--- src/rtl/maze_player.sv ---
// Player-movement stage: walks a token through the 10x15 maze, blocks wall moves, counts moves, flags exit.
// Latency: a request updates position/count/won/bump at the next clock edge (1 cycle).
// Backpressure: none; maze_busy overrides everything and returns the player to start.
module maze_player #(
  parameter int START_X    = 0,
  parameter int START_Y    = 0,
  parameter int EXIT_X     = 9,
  parameter int EXIT_Y     = 14,
  parameter int REPEAT_CYC = 2000000,
  parameter int REPEAT_W   = 24
) (
  input  logic         clk,
  input  logic         rst,
  input  logic         maze_busy,
  input  logic [159:0] h_walls,
  input  logic [164:0] v_walls,
  input  logic         btn_up,
  input  logic         btn_right,
  input  logic         btn_down,
  input  logic         btn_left,
  output logic [3:0]   player_x,
  output logic [3:0]   player_y,
  output logic [15:0]  move_count,
  output logic         won,
  output logic         bump
);

  typedef enum logic [1:0] {
    ST_WAIT = 2'd0,
    ST_PLAY = 2'd1,
    ST_WON  = 2'd2
  } state_e;

  state_e              state_q, state_d;
  logic [3:0]          x_q, x_d;
  logic [3:0]          y_q, y_d;
  logic [15:0]         cnt_q, cnt_d;
  logic                won_q, won_d;
  logic                bump_q, bump_d;
  logic [REPEAT_W-1:0] rep_q, rep_d;
  logic [3:0]          btn_prev_q, btn_prev_d;

  // Buttons packed as {up, right, down, left}.
  logic [3:0]          btn;
  logic                btn_onehot;
  logic [REPEAT_W-1:0] rep_inc;

  // Wall-map indices for the current cell; 8 bits covers the largest index (164).
  logic [7:0] x8, y8;
  logic [7:0] idx_up, idx_dn, idx_vl, idx_vr;

  logic       mv_legal;
  logic [3:0] nx, ny;
  logic       fire;

  assign btn        = {btn_up, btn_right, btn_down, btn_left};
  assign btn_onehot = (btn != 4'd0) && ((btn & (btn - 4'd1)) == 4'd0);
  assign rep_inc    = rep_q + REPEAT_W'(1);

  assign x8     = {4'd0, x_q};
  assign y8     = {4'd0, y_q};
  assign idx_up = (y8 << 3) + (y8 << 1) + x8;   // y*10 + x: wall above the cell
  assign idx_dn = idx_up + 8'd10;               // (y+1)*10 + x: wall below the cell
  assign idx_vl = idx_up + y8;                  // y*11 + x: wall left of the cell
  assign idx_vr = idx_vl + 8'd1;                // wall right of the cell

  // Target cell and legality for whichever single button is pressed; bounds checked explicitly.
  always_comb begin
    mv_legal = 1'b0;
    nx       = x_q;
    ny       = y_q;
    if (btn_up) begin
      mv_legal = (y_q != 4'd0) && !h_walls[idx_up];
      ny       = y_q - 4'd1;
    end else if (btn_right) begin
      mv_legal = (x_q != 4'd9) && !v_walls[idx_vr];
      nx       = x_q + 4'd1;
    end else if (btn_down) begin
      mv_legal = (y_q != 4'd14) && !h_walls[idx_dn];
      ny       = y_q + 4'd1;
    end else if (btn_left) begin
      mv_legal = (x_q != 4'd0) && !v_walls[idx_vl];
      nx       = x_q - 4'd1;
    end
  end

  // Next-state logic: game FSM, press/auto-repeat detection and move execution.
  always_comb begin
    state_d    = state_q;
    x_d        = x_q;
    y_d        = y_q;
    cnt_d      = cnt_q;
    won_d      = won_q;
    bump_d     = 1'b0;
    rep_d      = '0;
    btn_prev_d = btn;
    fire       = 1'b0;

    unique case (state_q)
      ST_WAIT: begin
        if (!maze_busy) state_d = ST_PLAY;
      end
      ST_PLAY: begin
        if (maze_busy) begin
          // A new maze is coming: any same-cycle request is dropped.
          state_d = ST_WAIT;
          x_d     = 4'(START_X);
          y_d     = 4'(START_Y);
          cnt_d   = 16'd0;
          won_d   = 1'b0;
        end else begin
          if (btn != btn_prev_q) begin
            fire = btn_onehot;
          end else if (btn_onehot) begin
            if (rep_inc == REPEAT_W'(REPEAT_CYC)) begin
              fire = 1'b1;
            end else begin
              rep_d = rep_inc;
            end
          end
          if (fire) begin
            if (mv_legal) begin
              x_d = nx;
              y_d = ny;
              if (cnt_q != 16'hFFFF) cnt_d = cnt_q + 16'd1;
              if ((nx == 4'(EXIT_X)) && (ny == 4'(EXIT_Y))) begin
                won_d   = 1'b1;
                state_d = ST_WON;
              end
            end else begin
              bump_d = 1'b1;
            end
          end
        end
      end
      ST_WON: begin
        if (maze_busy) begin
          state_d = ST_WAIT;
          x_d     = 4'(START_X);
          y_d     = 4'(START_Y);
          cnt_d   = 16'd0;
          won_d   = 1'b0;
        end
      end
      default: state_d = ST_WAIT;
    endcase
  end

  // State registers with asynchronous active-low reset.
  always_ff @(posedge clk or negedge rst) begin
    if (!rst) begin
      state_q    <= ST_WAIT;
      x_q        <= 4'(START_X);
      y_q        <= 4'(START_Y);
      cnt_q      <= 16'd0;
      won_q      <= 1'b0;
      bump_q     <= 1'b0;
      rep_q      <= '0;
      btn_prev_q <= 4'd0;
    end else begin
      state_q    <= state_d;
      x_q        <= x_d;
      y_q        <= y_d;
      cnt_q      <= cnt_d;
      won_q      <= won_d;
      bump_q     <= bump_d;
      rep_q      <= rep_d;
      btn_prev_q <= btn_prev_d;
    end
  end

  assign player_x   = x_q;
  assign player_y   = y_q;
  assign move_count = cnt_q;
  assign won        = won_q;
  assign bump       = bump_q;

endmodule

--- config.mk ---
export PLATFORM = sky130hd
export DESIGN_NAME = maze_player
export DESIGN_NICKNAME = d
export VERILOG_FILES = /design/src/rtl/maze_player.sv
export SDC_FILE = /design/constraint.sdc
export NUM_CORES = 1
export LEC_CHECK = 0
export ABC_AREA = 1
export CAP_MARGIN = 20
export CORE_MARGIN = 10
export CORE_UTILIZATION = 50
export DETAILED_ROUTE_END_ITERATION = 16
export DONT_BUFFER_PORTS = 1
export HOLD_SLACK_MARGIN = 0.02
export SYNTH_ARGS = -nofsm -noshare
export SYNTH_HDL_FRONTEND = slang
export SYNTH_SLANG_ARGS = --single-unit
export TNS_END_PERCENT = 100
--- constraint.sdc ---
create_clock -name clk -period 10.8 [get_ports clk]
set_clock_uncertainty 0.1 [all_clocks]
set_input_delay 1.08 -clock clk [delete_from_list [all_inputs] [get_ports clk]]
set_output_delay 1.08 -clock clk [all_outputs]
set_load 0.02 [all_outputs]
metal_stack.png
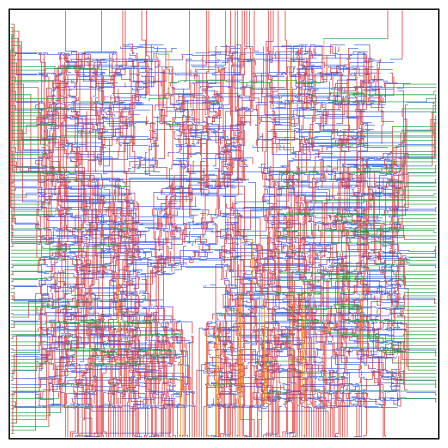
[blue] met1 | wire length: 16400 µm
[red] met2 | wire length: 19000 µm
[green] met3 | wire length: 4000 µm
[orange] met4 | wire length: 916 µm

final_placement.png
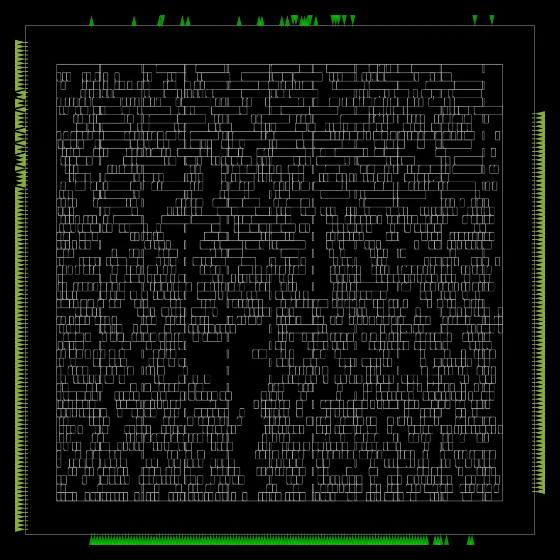
sequential share of cell area: 0.1330
Well-Tap Cells: 270

clock_map.png
Bar = 50 µm.
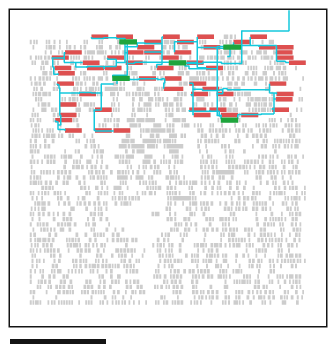
[cyan] clock wires | length: 753 µm
[green] cells driving clock nets | count: 5
[red] flip-flops | count: 56
flops lie: a horizontal strip, top
Worst-Skew Late Latency: 0.30 ns
clock group power: 167 µW

==> results.sh <==
# flow metrics
export IMPL_yosysChipArea_um2=10500
export IMPL_cts_sinks=56
export IMPL_ys_top_logic_family="simple AND/OR/NAND/NOR gates"
export IMPL_nets=2262
export IMPL_grt_pass1_wl_mm=63.44
export IMPL_total_leakage_power_nw=5.326
export IMPL_yosysWarnings=0
export IMPL_setup_violations_final=0
export IMPL_cp_start_kind="register"
export IMPL_clockRootBuffer="clkbuf_16"
export IMPL_die_w_um=164.9
export IMPL_routed_wl_mm=40.34
export IMPL_nMultiInputCombCells=1632
export IMPL_path_max_fanout=66
export IMPL_cts_max_level=2
export IMPL_sh_comb_area=0.7382
export IMPL_place_hpwl_mm=30.87
export IMPL_yosys_most_used_dff="dfrtp_1"
export IMPL_yosysMostFrequentCell="nand2_1"
export IMPL_io_buffers=0
export IMPL_max_stage_delay_ns=1.30
export IMPL_tightest_slew_ns=1.093
export IMPL_antenna_found_initial=1
export IMPL_gp_congestion=0.9278
export IMPL_cpMostUsedCell="nand2_1"
export IMPL_yosysUniqueCellTypes=49
export IMPL_irDropWorstVdd_v=0.0003125
export IMPL_avgSynthCellArea_um2=5.225
export IMPL_fill_cells=2279
export IMPL_clk_pin_slew_worst_paths_ns=0.08
export IMPL_critPathSlowestCell="fa_2"
export IMPL_cts_buffers=5
export IMPL_dp_cells=2165
export IMPL_drtIter0Drc=1270
export IMPL_syn_num_nets=2367
export IMPL_simple_gate_share=0.5427
export IMPL_ys_sh_aoi=0.1345
export IMPL_endpoint="player_x[0]$_DFFE_PN0P_"
export IMPL_wl_met1_mm=16.45
export IMPL_stdcell_count=2177
export IMPL_fmax_ghz=0.1340
export IMPL_syn2layout_area_growth_pct=0.5959
export IMPL_vias_per_cell=5.872
export IMPL_ctsHoldBuffers=0
export IMPL_crit_buf_inv=5
export IMPL_status="complete, no violations"
[metrics by stage]
stage / worst slack, ns / hold slack [ns] / total power [mW] / util
detailed placement: 2.880 / 0.3889 / 4.476 / 0.5062
global route: 2.705 / 0.3526 / 5.298 / 0.5171
global placement: 2.976 / 0.3810 / 4.450 / 0.5062
CTS: 2.871 / 0.3630 / 4.660 / 0.5135
finish: 3.337 / 0.3690 / 4.740 / 0.5171
floorplan: 6.063 / 0.3626 / 3.565 / -
[state kept, by name, summed over array words and instances, names as in the netlist]
signal	cells
rep_q	24
btn_prev_q	4
bump	1
move_count	16
state_q	2
player_y	4
won	1
player_x	4
[power breakdown]
part           total, mW  switching [mW]  internal [mW]
clock network      0.167          0.0805         0.0866
registers          0.300          0.0678          0.232
logic               4.27            2.93           1.34
Power figures rest on the tool's default switching activity, not on a simulated workload.
